run_1/gate_families.png
(4 px per µm)
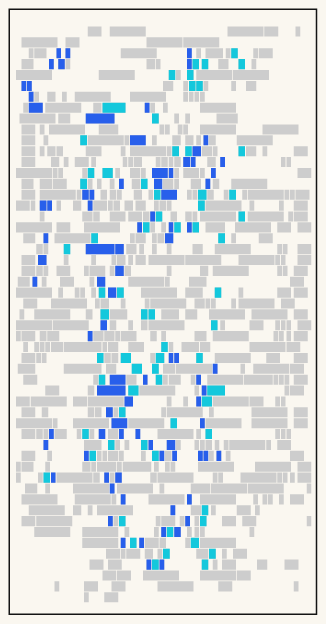
run_1/registers.png
(3 px per µm)
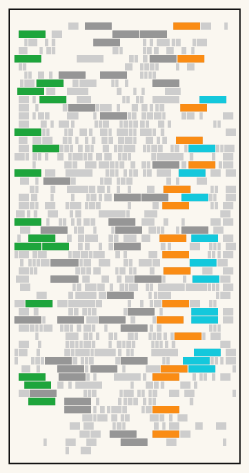
run_1/final_clocks.png
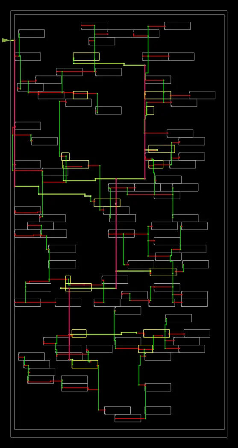
==> src/rtl/rx_frame_pkg.sv <==
// Shared constants for the CC1200 receive path: frame-writer state codes,
// header sync words and default frame geometry.
package rx_frame_pkg;

    localparam logic [1:0] ST_IDLE       = 2'b00;
    localparam logic [1:0] ST_WAIT_FRAME = 2'b01;
    localparam logic [1:0] ST_IN_LINE    = 2'b10;
    localparam logic [1:0] ST_WAIT_LINE  = 2'b11;

    localparam logic [31:0] FRAME_SYNC_WORD = 32'h930b51de;
    localparam logic [31:0] LINE_SYNC_WORD  = 32'h6cf4ae21;

    localparam int DEF_H_PIXELS = 320;
    localparam int DEF_V_LINES  = 240;

    // Counter width able to hold 0..n-1, never narrower than one bit.
    function automatic int cnt_width(input int n);
        return (n > 1) ? $clog2(n) : 1;
    endfunction

endpackage

==> src/rtl/rx_frame_writer_if.sv <==
// Pixel stream from the SPI receiver plus the frame-buffer write port.
interface rx_frame_writer_if #(
    parameter int PIX_W  = 12,
    parameter int ADDR_W = 17
);
    logic [PIX_W-1:0]  RxData;
    logic              RxValid;
    logic              FrameSync;
    logic              LineSync;
    logic [ADDR_W-1:0] MemAddr;
    logic [PIX_W-1:0]  MemData;
    logic              MemWe;

    modport master (
        output RxData, RxValid, FrameSync, LineSync,
        input  MemAddr, MemData, MemWe
    );

    modport slave (
        input  RxData, RxValid, FrameSync, LineSync,
        output MemAddr, MemData, MemWe
    );
endinterface

==> src/rtl/rx_sync_edge.sv <==
// Registers a header-match level once more and emits a one-cycle pulse on
// its rising edge, so a header held for several cycles counts once.
module rx_sync_edge (
    input  logic clk,
    input  logic rstn,
    input  logic level,
    output logic pulse
);
    logic cur;
    logic prev;

    always_ff @(posedge clk or negedge rstn) begin
        if (!rstn) begin
            cur  <= 1'b0;
            prev <= 1'b0;
        end else begin
            // NOTE: non-blocking so prev takes the pre-edge value of cur.
            cur  <= level;
            prev <= cur;
        end
    end

    assign pulse = cur & ~prev;
endmodule

==> src/rtl/rx_frame_writer.sv <==
// Converts the received pixel stream and sync headers into linear frame-buffer
// writes, tracking line/frame position and sticky framing errors.
module rx_frame_writer
    import rx_frame_pkg::*;
#(
    parameter int PIX_W    = 12,
    parameter int H_PIXELS = DEF_H_PIXELS,
    parameter int V_LINES  = DEF_V_LINES,
    parameter int ADDR_W   = 17
) (
    input  logic                    clk,
    input  logic                    rstn,
    input  logic                    Enable,
    rx_frame_writer_if.slave        bus,
    input  logic                    ErrClr,
    output logic                    FrameDone,
    output logic [15:0]             FrameCount,
    output logic [15:0]             LineCount,
    output logic                    ErrShort,
    output logic                    ErrLong,
    output logic                    Busy
);
    localparam int PIX_CW  = cnt_width(H_PIXELS);
    localparam int LINE_CW = cnt_width(V_LINES);
    localparam logic [PIX_CW-1:0]  PIX_LAST  = PIX_CW'(H_PIXELS - 1);
    localparam logic [LINE_CW-1:0] LINE_LAST = LINE_CW'(V_LINES - 1);

    logic [1:0]         state, state_n;
    logic [PIX_CW-1:0]  pix, pix_n;
    logic [LINE_CW-1:0] line, line_n;
    logic [ADDR_W-1:0]  line_base, base_n;
    logic               we_n, done_n, set_short, set_long;
    logic               fs_p, ls_p;

    rx_sync_edge u_fs_edge (.clk(clk), .rstn(rstn), .level(bus.FrameSync), .pulse(fs_p));
    rx_sync_edge u_ls_edge (.clk(clk), .rstn(rstn), .level(bus.LineSync),  .pulse(ls_p));

    always_comb begin
        // NOTE: every variable gets a default first so no path infers a latch.
        state_n   = state;
        pix_n     = pix;
        line_n    = line;
        base_n    = line_base;
        we_n      = 1'b0;
        done_n    = 1'b0;
        set_short = 1'b0;
        set_long  = 1'b0;

        if (!Enable) begin
            state_n = ST_IDLE;
            pix_n   = '0;
            line_n  = '0;
            base_n  = '0;
        end else begin
            case (state)
                ST_IDLE: state_n = ST_WAIT_FRAME;
                ST_WAIT_FRAME: begin
                    if (fs_p) begin
                        state_n = ST_IN_LINE;
                        pix_n   = '0;
                        line_n  = '0;
                        base_n  = '0;
                    end
                end
                ST_IN_LINE, ST_WAIT_LINE: begin
                    if (fs_p) begin
                        set_short = (line != '0) || (pix != '0);
                        state_n   = ST_IN_LINE;
                        pix_n     = '0;
                        line_n    = '0;
                        base_n    = '0;
                    end else if (ls_p) begin
                        if (state == ST_WAIT_LINE) begin
                            state_n = ST_IN_LINE;
                            pix_n   = '0;
                        end else if (pix != '0) begin
                            // Early header: the new line opens immediately.
                            set_short = 1'b1;
                            if (line == LINE_LAST) begin
                                state_n = ST_WAIT_FRAME;
                            end else begin
                                line_n = line + 1'b1;
                                base_n = line_base + ADDR_W'(H_PIXELS);
                                pix_n  = '0;
                            end
                        end
                    end else if (bus.RxValid) begin
                        if (state == ST_WAIT_LINE) begin
                            set_long = 1'b1;
                        end else begin
                            we_n = 1'b1;
                            if (pix != PIX_LAST) begin
                                pix_n = pix + 1'b1;
                            end else if (line == LINE_LAST) begin
                                done_n  = 1'b1;
                                state_n = ST_WAIT_FRAME;
                            end else begin
                                line_n  = line + 1'b1;
                                base_n  = line_base + ADDR_W'(H_PIXELS);
                                pix_n   = '0;
                                state_n = ST_WAIT_LINE;
                            end
                        end
                    end
                end
                default: state_n = ST_IDLE;
            endcase
        end
    end

    always_ff @(posedge clk or negedge rstn) begin
        if (!rstn) begin
            state       <= ST_IDLE;
            pix         <= '0;
            line        <= '0;
            line_base   <= '0;
            bus.MemAddr <= '0;
            bus.MemData <= '0;
            bus.MemWe   <= 1'b0;
            FrameDone   <= 1'b0;
            FrameCount  <= '0;
            ErrShort    <= 1'b0;
            ErrLong     <= 1'b0;
        end else begin
            state     <= state_n;
            pix       <= pix_n;
            line      <= line_n;
            line_base <= base_n;
            bus.MemWe <= we_n;
            FrameDone <= done_n;
            if (we_n) begin
                bus.MemAddr <= line_base + ADDR_W'(pix);
                bus.MemData <= bus.RxData;
            end
            if (done_n) FrameCount <= FrameCount + 16'd1;
            // A new error in the clearing cycle keeps its flag set.
            ErrShort <= set_short | (ErrShort & ~ErrClr);
            ErrLong  <= set_long  | (ErrLong  & ~ErrClr);
        end
    end

    assign LineCount = 16'(line);
    assign Busy      = (state == ST_IN_LINE) || (state == ST_WAIT_LINE);
endmodule
==> src/flat_wrapper.sv <==
// flat-port wrapper written by rule: the top's interface ports become plain ports
module rx_frame_writer_flat import rx_frame_pkg::*;
#(
    parameter int PIX_W    = 12,
    parameter int H_PIXELS = DEF_H_PIXELS,
    parameter int V_LINES  = DEF_V_LINES,
    parameter int ADDR_W   = 17
)
  (clk, rstn, Enable, ErrClr, FrameDone, FrameCount, LineCount, ErrShort, ErrLong, Busy, bus_RxData, bus_RxValid, bus_FrameSync, bus_LineSync, bus_MemAddr, bus_MemData, bus_MemWe);
  rx_frame_writer_if #(.PIX_W(PIX_W), .ADDR_W(ADDR_W)) bus_i ();
  input  logic clk;
  input  logic rstn;
  input  logic Enable;
  input  logic ErrClr;
  output logic FrameDone;
  output logic [15:0] FrameCount;
  output logic [15:0] LineCount;
  output logic ErrShort;
  output logic ErrLong;
  output logic Busy;
  input wire logic [$bits(bus_i.RxData)-1:0] bus_RxData;
  input wire logic [$bits(bus_i.RxValid)-1:0] bus_RxValid;
  input wire logic [$bits(bus_i.FrameSync)-1:0] bus_FrameSync;
  input wire logic [$bits(bus_i.LineSync)-1:0] bus_LineSync;
  output wire logic [$bits(bus_i.MemAddr)-1:0] bus_MemAddr;
  output wire logic [$bits(bus_i.MemData)-1:0] bus_MemData;
  output wire logic [$bits(bus_i.MemWe)-1:0] bus_MemWe;
  assign bus_i.RxData = bus_RxData;
  assign bus_i.RxValid = bus_RxValid;
  assign bus_i.FrameSync = bus_FrameSync;
  assign bus_i.LineSync = bus_LineSync;
  assign bus_MemAddr = bus_i.MemAddr;
  assign bus_MemData = bus_i.MemData;
  assign bus_MemWe = bus_i.MemWe;
  rx_frame_writer #(.PIX_W(PIX_W), .H_PIXELS(H_PIXELS), .V_LINES(V_LINES), .ADDR_W(ADDR_W)) u_core (.clk(clk), .rstn(rstn), .Enable(Enable), .bus(bus_i), .ErrClr(ErrClr), .FrameDone(FrameDone), .FrameCount(FrameCount), .LineCount(LineCount), .ErrShort(ErrShort), .ErrLong(ErrLong), .Busy(Busy));
endmodule
==> config.mk <==
export PLATFORM = sky130hd
export DESIGN_NAME = rx_frame_writer_flat
export DESIGN_NICKNAME = d
export VERILOG_FILES = /design/src/rtl/rx_frame_pkg.sv /design/src/rtl/rx_frame_writer_if.sv /design/src/rtl/rx_sync_edge.sv /design/src/rtl/rx_frame_writer.sv /design/src/flat_wrapper.sv
export SDC_FILE = /design/constraint.sdc
export NUM_CORES = 1
export LEC_CHECK = 0
export ABC_AREA = 1
export CAP_MARGIN = 20
export CORE_ASPECT_RATIO = 2
export CORE_UTILIZATION = 40
export CTS_CLUSTER_SIZE = 16
export DETAILED_ROUTE_END_ITERATION = 6
export SETUP_SLACK_MARGIN = 0.4
export SLEW_MARGIN = 20
export SYNTH_ARGS = -nofsm -noshare
export SYNTH_HDL_FRONTEND = slang
export SYNTH_SLANG_ARGS = --single-unit
==> constraint.sdc <==
create_clock -name clk -period 2.47 [get_ports clk]
set_clock_uncertainty 0.05 [all_clocks]
set_input_delay 0.247 -clock clk [delete_from_list [all_inputs] [get_ports clk]]
set_output_delay 0.247 -clock clk [all_outputs]
set_load 0.02 [all_outputs]
==> impl_metrics.csv, run 1 <==
group,metric,value,unit
logic_synthesis,synth_top_cell_by_count,"nand2_1",
logic_synthesis,yosys_area,4434,µm²
logic_synthesis,yosysCellCount,558,
detailed_routing,drcViolationCount,0,
worst_hold_path,hold_start,"bus_FrameSync",
placement,hpwl,8283,µm
worst_hold_path,min_to,"u_core.u_fs_edge.cur$_DFF_PN0_",
detailed_routing,dr.first_iter.drc_count,198,
timing,fin_crit,1973,ps
detailed_routing,num_vias,3985,
status,status,"completed",
placement,port_buffers,76,
critical_path,worstPathCellList,"ha_2, nand2_2, inv_2, nand2_4, nor2_4, nand3_2, nand2_2, nand2_4, nor2_8, buf_4, o21a_1, nor2_1",
critical_path,cp.arrival,2160,ps
final_layout,antenna_cells_inserted,0,
timing,hold-worst-slack,285.6,ps
critical_path,cp_max_fo,6,
final_layout,top_register,"u_core.bus.MemAddr",
placement,placed_area,5340,µm²
critical_path,crit_type,"reg -> reg",
global_route,grt_usage,0.2083,
final_layout,drive_gt1_frac,0.1297,
worst_hold_path,min_path_type,"in -> reg",
final_layout,fin_nets,686,
critical_path,ff2ff_setup_slack,500,ps
critical_path,worstSetupEndpointType,"flop",
timing,slew_violations,0,
timing,post-route-period-util,0.7987,
timing,hold_viol,0,
global_route,grt_first_pass_wirelength,18690,µm
logic_synthesis,area_leaders,"dfrtp_1 (47%), nand2_1 (13%), nor2_1 (5.3%)",
floorplan,die_h,150.9,µm
clock_network,clockRootBuffer,"clkbuf_16",
timing,slew_headroom,0.6050,
detailed_routing,first_pass_iters,4,
critical_path,cp-endpoint,"u_core.line[3]$_DFFE_PN0P_",
critical_path,critPathLaunchType,"flop",
floorplan,die-area,11540,µm²
global_route,grt_max_degree,43,
final_layout,largest_registers,"u_core.bus.MemAddr: 17 flops, u_core.FrameCount: 16 flops, u_core.bus.MemData: 12 flops",
floorplan,core_region_area,10880,µm²
run,maxCapViolations,0,
logic_synthesis,ys.flop_type,"dfrtp_1",
timing,maxClockFrequency,0.5069,GHz
global_route,antenna_found_initial,0,
global_route,grt_pass1_vias,3940,
floorplan,dieWidth,76.45,µm
final_layout,largest_reg_flops,17,
clock_network,clk_path_buf_depth,2,
clock_network,cts.reportedPaths.clkPinSlew,60,ps
critical_path,cpLargestDelayFamily,"simple AND/OR/NAND/NOR gates",
floorplan,rows,54,
placement,pre_cts_ws,268.1,ps
logic_synthesis,yosysUniqueCellTypes,37,
clock_network,htreeDepth,3,
-- gate_families.png (at the start) --
[inverting AOI/OAI gates] cyan | cells: 68
[NOR gates] blue | cells: 86
final cell count without fillers: 803
logic share of the area: 0.3604

-- registers.png (at the start) --
[`u_core.bus.MemAddr`] orange | sequential cells: 17
[`u_core.FrameCount`] green | sequential cells: 16
[`u_core.bus.MemData`] cyan | sequential cells: 12
not coloured: 38
Seq. cell area: 2079 µm²
sequential share of cell area: 0.3538

-- final_clocks.png (at the start) --
Clk. pwr: 1.34 mW
clock latency at the later pin of the worst-skew pair: 350 ps
Num Clock Sinks: 83
TritonCTS buffer count: 9

## run 1: layout make-up
type / count / area (µm²) / area share
repair buffers: 98 / 968.4 / 0.1648
flip-flops and latches: 83 / 2079 / 0.3538
clock inverters: 3 / 20.02 / 0.003406
multi-input cells: 404 / 2118 / 0.3604
well taps: 140 / 175.2 / 0.02981
inverters: 62 / 235.2 / 0.04003
clock buffers: 13 / 280.3 / 0.04769
## run 1: power by group
part	total (mW)	internal (mW)	switching (mW)
registers	1.65	1.53	0.120
clock network	1.34	0.789	0.549
logic	1.68	0.737	0.939
## run 1: routing by layer
metal,global-route usage,wire length (µm),vias to the layer above
met4,0.08846,277,0
li1,-,-,1980
met5,0,0,-
met2,0.4095,6408,117
met1,0.2063,4184,1865
met3,0.04518,484,23
## run 1: cell families after synthesis
family | after synthesis | synth area share
AND/OR/NAND/NOR | 298 | 0.3030
flip-flops | 83 | 0.4684
buffers and inverters | 79 | 0.07872
AND-OR/OR-AND | 71 | 0.09001
XOR/XNOR | 17 | 0.03358
adder cells (fa/ha/maj) | 9 | 0.02540
other | 1 | 0.0008457
## run 1: layout by cell type (no fill, tap or decap), types with 9 or more instances in the layout
| master | count |
|---|---|
| nor2_1 | 58 |
| nand3_1 | 34 |
| dfrtp_1 | 81 |
| xnor2_1 | 9 |
| clkbuf_16 | 10 |
| a21oi_1 | 21 |
| nor3_1 | 9 |
| buf_4 | 19 |
| inv_1 | 54 |
| nand2_2 | 9 |
| o21ai_0 | 34 |
| clkdlybuf4s50_1 | 75 |
| nand2_1 | 148 |
| nand4_1 | 9 |
## run 1: timing repair
action	CTS	global route
hold buffers	1	0
pin swaps	0	13
gates cloned	0	2
endpoints found under the hold margin	41	0
buffers inserted	0	15
resized	1	22
setup endpoints to repair	3	36
run_1/port_nets.png
(3 px per µm)
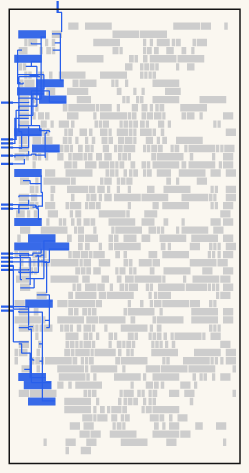

## Run 2: what changed since run 1
--- a/config.mk
+++ b/config.mk
@@ -11,6 +11,7 @@
 export CORE_UTILIZATION = 40
 export CTS_CLUSTER_SIZE = 16
 export DETAILED_ROUTE_END_ITERATION = 6
+export PLACE_DENSITY = 0.67
 export SETUP_SLACK_MARGIN = 0.4
 export SLEW_MARGIN = 20
 export SYNTH_ARGS = -nofsm -noshare
==> constraint.sdc (replaced) <==
create_clock -name clk -period 1.8 [get_ports clk]
set_clock_uncertainty 0.05 [all_clocks]
set_input_delay 0.18 -clock clk [delete_from_list [all_inputs] [get_ports clk]]
set_output_delay 0.18 -clock clk [all_outputs]
set_load 0.02 [all_outputs]
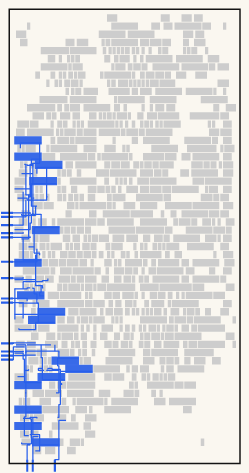
run_2/port_nets.png
(3 px per µm)
[`FrameCount`] blue | bits: 16 | direction: output | edge: 13 left, 3 bottom | end cells: 16 | wire: 656 µm

==> impl_metrics.csv, run 2 <==
group,metric,value,unit
final_layout,buf_share,0.2201,
final_layout,dominant_cells,"logic gates",
final_layout,seq_share,0.2955,
final_layout,comb_cells,403,
power_and_ir_drop,power_frac_seq,0.334,
logic_synthesis,yosys_area,4434,µm²
status,violations,"setup timing",
detailed_routing,dr.first_iter.drc_count,207,
run,maxCapViolations,0,
clock_network,clk_latency,340,ps
power_and_ir_drop,p_sw,2.530,mW
floorplan,die-area,11540,µm²
timing,final.setup.worst_slack,-97.93,ps
final_layout,signal_buffers,160,
floorplan,nWellTaps,140,
power_and_ir_drop,p_clk_frac,0.270,
logic_synthesis,yosysUniqueCellTypes,37,
timing,hold-worst-slack,237.8,ps
critical_path,cp_max_fo,13,
detailed_routing,wl_met3,436,µm
detailed_routing,drt-met1-wl,4624,µm
final_layout,comb_share,0.3762,
global_route,grt_usage,0.2277,
floorplan,dieWidth,76.45,µm
clock_network,holdBufCountCts,1,
final_layout,lay_top_count,"nand2_1",
final_layout,largest_reg_flops,17,
timing,slew_violations,0,
floorplan,core_region_area,10880,µm²
power_and_ir_drop,powerClk,1.91,mW
placement,hpwl,8423,µm
clock_network,clk_path_buf_depth,2,
worst_hold_path,min_path_type,"in -> reg",
power_and_ir_drop,sw_frac_of_total,0.3589,
floorplan,rows,54,
final_layout,final-comb-area,2654,µm²
final_layout,nClkBuffers,13,
power_and_ir_drop,comb_power_share,0.396,
floorplan,die_h,150.9,µm
timing,post-route-period-util,1.054,
detailed_routing,wl_met2,7328,µm
power_and_ir_drop,power_leader,"combinational cells",
timing,maxClockFrequency,0.5269,GHz
final_layout,fin_nets,749,
placement,port_buffers,76,
final_layout,stdcell_count,866,
power_and_ir_drop,pg_seq,2.35,mW
global_route,grt_first_pass_wirelength,20510,µm
critical_path,crit_type,"reg -> reg",
clock_network,clockRootBuffer,"clkbuf_16",
final_layout,drive_gt1_frac,0.3595,
timing,setup_violations,26,
power_and_ir_drop,p_comb,2.79,mW
clock_network,cts.reportedPaths.clkPinSlew,60,ps
timing,worst_slew_pin_slew,553.5,ps
logic_synthesis,yosysCellCount,558,
clock_network,cts_setup_buffers,22,
global_route,antenna_found_initial,0,
logic_synthesis,area_leaders,"dfrtp_1 (47%), nand2_1 (13%), nor2_1 (5.3%)",
logic_synthesis,synth_top_cell_by_count,"nand2_1",
power_and_ir_drop,p_int,4.520,mW
critical_path,worstSetupEndpointType,"flop",
global_route,use_met3,0.03855,
status,status,"complete, but fails checks",
timing,slew_headroom,0.6276,
logic_synthesis,ys.flop_type,"dfrtp_1",
critical_path,worstPathCellList,"ha_2, nand2_2, inv_2, nand2_4, nor2_4, nand3_2, nand2_2, nand2_4, nor2_8, buf_12, nand2_2, nand2_1, nor2_1",
detailed_routing,num_vias,4336,
critical_path,critPathLaunchType,"flop",
timing,hold_viol,0,
final_layout,antenna_cells_inserted,0,
final_layout,largest_registers,"u_core.bus.MemAddr: 17 flops, u_core.FrameCount: 16 flops, u_core.bus.MemData: 12 flops",
global_route,grt_max_degree,37,
detailed_routing,first_pass_iters,6,
global_route,use_met1,0.2294,
detailed_routing,dr.max_layer_used,"met4",
final_layout,top_register,"u_core.bus.MemAddr",
final_layout,final_cell_mix,"nand2_1 (94), dfrtp_1 (77), buf_4 (59), dlygate4sd2_1 (51), inv_1 (50)",
floorplan,boundaryPins,85,
clock_network,cts_resized,162,
detailed_routing,drcViolationCount,0,
global_route,busiest_layer,"met2",
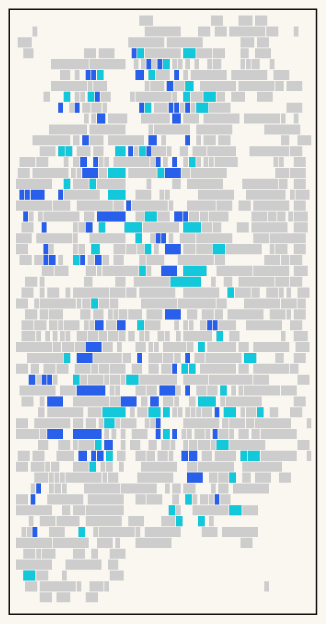
run_2/gate_families.png
(4 px per µm)
[inverting AOI/OAI gates] cyan | cells: 68
[NOR gates] blue | cells: 85

## run 2: worst max-delay path: cells and delay by family (launching register included)
kind / cells / cell delay (ps)
simple gates: 10 / 900
fa+ha+maj: 1 / 210
flops: 1 / 380
buf+inv: 2 / 250
## run 2: stage by stage
| step | setup TNS [ps] | setup WS (ps) |
|---|---|---|
| 2_1_floorplan | 0 | 74.65 |
| 3_3_place_gp | -8046 | -174.9 |
| 3_5_place_dp | -12110 | -260.0 |
| 4_1_cts | -24.34 | -16.50 |
| 5_1_grt | -4761 | -205.7 |
| 6_report | -1391 | -97.93 |
## run 2: final timing paths
| path | cells past startpoint | start | slack, ps | to |
|---|---|---|---|---|
| setup / recovery | 13 | u_core.pix[1]$_DFFE_PN0P_ | -100 | u_core.line[4]$_DFFE_PN0P_ |
| hold / removal | 1 | bus_FrameSync | 240 | u_core.u_fs_edge.cur$_DFF_PN0_ |
| setup reg to reg | 13 | u_core.pix[1]$_DFFE_PN0P_ | -100 | u_core.line[4]$_DFFE_PN0P_ |
| hold reg to reg | 0 | u_core.u_ls_edge.cur$_DFF_PN0_ | 380 | u_core.u_ls_edge.prev$_DFF_PN0_ |
| max in group asynchronous | 3 | rstn | 810 | u_core.state[1]$_DFFE_PN0P_ |
| min in group asynchronous | 2 | rstn | 250 | u_core.bus.MemAddr[14]$_DFFE_PN0P_ |
## run 2: kinds of logic (layout without fill, tap and decap cells)
kind of cell / after synthesis / after routing / share of synthesized area
AND/OR/NAND/NOR: 298 / 298 / 0.3030
flip-flops: 83 / 83 / 0.4684
buffers and inverters: 79 / 240 / 0.07872
AND-OR/OR-AND: 71 / 71 / 0.09001
XOR/XNOR: 17 / 17 / 0.03358
adder cells (fa/ha/maj): 9 / 9 / 0.02540
other: 1 / 8 / 0.0008457
run_2/density.png
(2 px per µm) 8 x 15 tiles, from dark purple (low) to yellow (high), 0 to 100% covered.
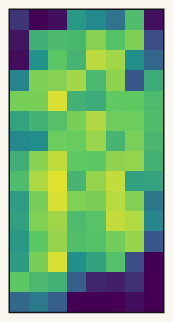

## Run 3: what changed since run 2
--- a/config.mk
+++ b/config.mk
@@ -6,13 +6,15 @@
 export NUM_CORES = 1
 export LEC_CHECK = 0
 export ABC_AREA = 1
-export CAP_MARGIN = 20
+export CAP_MARGIN = 25
 export CORE_ASPECT_RATIO = 2
 export CORE_UTILIZATION = 40
 export CTS_CLUSTER_SIZE = 16
 export DETAILED_ROUTE_END_ITERATION = 6
 export PLACE_DENSITY = 0.67
 export SETUP_SLACK_MARGIN = 0.4
+export SKIP_CTS_REPAIR_TIMING = 1
+export SKIP_LAST_GASP = 1
 export SLEW_MARGIN = 20
 export SYNTH_ARGS = -nofsm -noshare
 export SYNTH_HDL_FRONTEND = slang
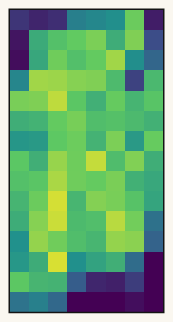
run_3/density.png
(2 px per µm) 8 x 15 tiles, from dark purple (low) to yellow (high), 0 to 100% covered.
densest ninth of the die: middle
emptiest ninth of the die: bottom right
mean over tiles: 59%
nearly empty tiles: 5.0%
fullest tile: 94%
tiles over 75% full: 34%
Core ar.: 10880 µm²
final core utilization: 0.6444
fp_density: 0.4076

==> impl_metrics.csv, run 3 <==
group,metric,value,unit
timing,hold-worst-slack,237.1,ps
timing,rsz0062_at_grt,"yes",
detailed_routing,drcViolationCount,0,
global_route,grt_max_degree,37,
final_layout,num-nonclk-inverters,62,
final_layout,comb_cells,403,
final_layout,signal_buffers,146,
final_layout,seq_area,2085,µm²
global_route,grt_usage,0.2054,
final_layout,dominant_cells,"logic gates",
timing,setup_violations,44,
final_layout,flops,83,
logic_synthesis,ys.flop_type,"dfrtp_1",
logic_synthesis,aoi_share,0.09001,
critical_path,critPathBufInv,2,
timing,hold_viol,0,
critical_path,critPathLaunchType,"flop",
critical_path,cpLargestDelayFamily,"simple AND/OR/NAND/NOR gates",
final_layout,final_area,7009,µm²
placement,dp.cells,810,
floorplan,boundaryPins,85,
floorplan,die_h,150.9,µm
clock_network,cts_sinks,83,
logic_synthesis,synthSimpleGateAreaFrac,0.3030,
critical_path,cp_max_fo,8,
placement,pre_cts_ws,-260.0,ps
floorplan,rows,54,
global_route,grt_first_pass_wirelength,18550,µm
final_layout,antenna_cells_inserted,0,
clock_network,numCtsBuffers,9,
detailed_routing,routed_wl,12280,µm
timing,slew_violations,0,
final_layout,top_register,"u_core.bus.MemAddr",
logic_synthesis,synthTopLogicFamily,"simple AND/OR/NAND/NOR gates",
global_route,antenna_found_initial,0,
final_layout,drive_gt1_frac,0.3056,
final_layout,final-comb-area,2557,µm²
logic_synthesis,synth_top_cell_by_count,"nand2_1",
final_layout,largest_reg_flops,17,
floorplan,dieWidth,76.45,µm
logic_synthesis,xor_area_frac,0.03358,
final_layout,seq_share,0.2974,
timing,setup_tns,-4853,ps
logic_synthesis,synth_adder_area_share,0.02540,
final_layout,final_cell_mix,"nand2_1 (106), dfrtp_1 (77), dlymetal6s2s_1 (58), buf_4 (53), inv_1 (51)",
critical_path,worstPathCellList,"ha_2, nand2_2, inv_2, nand2_4, nor2_4, nand3_2, nand2_2, nand2_4, nor2_8, buf_12, nand3_1, nand2_1, nor2_1",
timing,final.setup.worst_slack,-239.6,ps
detailed_routing,dr.first_iter.drc_count,182,
critical_path,cp.arrival,2220,ps
logic_synthesis,netlist_instances,558,
status,violations,"setup timing",
timing,worst_slew_pin_slew,519.7,ps
detailed_routing,drtAntennaViolNets,0,
logic_synthesis,yosys_register_bits,83,
detailed_routing,num_vias,4217,
global_route,grt_pass1_vias,4056,
timing,fin_crit,2040,ps
detailed_routing,first_pass_iters,5,
run,maxCapViolations,0,
placement,hpwl,8423,µm
logic_synthesis,yosysUniqueCellTypes,37,
timing,slew_headroom,0.6504,
clock_network,clk_path_buf_depth,2,
timing,maxClockFrequency,0.4903,GHz
clock_network,clk_latency,340,ps
critical_path,crit_type,"reg -> reg",
logic_synthesis,yosysCellCount,558,
worst_hold_path,min_path_type,"in -> reg",
logic_synthesis,common_cells,"nand2_1 (151), dfrtp_1 (83), nor2_1 (63), inv_1 (54), nand3_1 (39)",
power_and_ir_drop,max-vdd-ir-drop,0.0005782,V
clock_network,cts.reportedPaths.clkPinSlew,60,ps
final_layout,fin_nets,733,
critical_path,worstSetupEndpointType,"flop",
logic_synthesis,area_leaders,"dfrtp_1 (47%), nand2_1 (13%), nor2_1 (5.3%)",
logic_synthesis,muxShareOfSynthArea,0,
status,status,"complete, but fails checks",
power_and_ir_drop,cellPowerDensity,1024,nW/µm²
logic_synthesis,yosys_area,4434,µm²
clock_network,clockRootBuffer,"clkbuf_16",
final_layout,nClkBuffers,13,
placement,placed_area,5818,µm²
floorplan,nWellTaps,140,
clock_network,htreeDepth,3,
placement,port_buffers,76,
final_layout,largest_registers,"u_core.bus.MemAddr: 17 flops, u_core.FrameCount: 16 flops, u_core.bus.MemData: 12 flops",
timing,post-route-period-util,1.133,
critical_path,cp_slowest_cell,"dfrtp_1",
final_layout,buf_share,0.2310,
floorplan,die-area,11540,µm²
final_layout,clock_area_frac,0.04373,
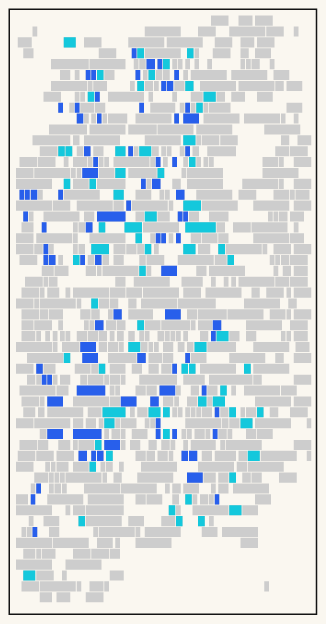
run_3/gate_families.png
(4 px per µm)
[inverting AOI/OAI gates] cyan | cells: 68
[NOR gates] blue | cells: 85
most used logic cell in the final layout: nand2_1
logic share of the area: 0.3649
final cell count without fillers: 850

## run 3: worst reg2reg max path, stage by stage, from the launching register on
cell and delay, ps:
dfrtp_1 410, ha_2 220, nand2_2 70, inv_2 90
nand2_4 70, nor2_4 140, nand3_2 120, nand2_2 110
nand2_4 80, nor2_8 230, buf_12 160, nand3_1 70
nand2_1 80, nor2_1 40
## run 3: power breakdown
part / internal, mW / total, mW / switching [mW] / leakage [nW]
Combinational: 1.40 / 2.96 / 1.56 / 2.93
Sequential: 2.10 / 2.32 / 0.228 / 1.11
Clock: 1.15 / 1.90 / 0.742 / 0.146
Total: 4.65 / 7.18 / 2.53 / 4.19
## run 3: layer usage
metal | wire [µm] | track usage | part of all wire | vias to the layer above
li1 | - | - | - | 2075
met1 | 4502 | 0.2115 | 0.37 | 1995
met2 | 6961 | 0.3946 | 0.57 | 118
met3 | 433 | 0.03735 | 0.035 | 29
met4 | 384 | 0.09808 | 0.031 | 0
met5 | 0 | 0 | 0 | -
## run 3: final timing paths
check                                          startpoint                               end  slack (ps)  cells after the start
setup / recovery                u_core.pix[1]$_DFFE_PN0P_  u_core.line_base[16]$_DFFE_PN0P_        -240                     13
hold / removal                              bus_FrameSync    u_core.u_fs_edge.cur$_DFF_PN0_         240                      1
setup reg to reg                u_core.pix[1]$_DFFE_PN0P_  u_core.line_base[16]$_DFFE_PN0P_        -240                     13
hold reg to reg            u_core.u_ls_edge.cur$_DFF_PN0_   u_core.u_ls_edge.prev$_DFF_PN0_         380                      0
max in group asynchronous                            rstn       u_core.state[1]$_DFFE_PN0P_         800                      3
min in group asynchronous                            rstn        u_core.line[3]$_DFFE_PN0P_         250                      2
Power is estimated from default activity; no workload was simulated.
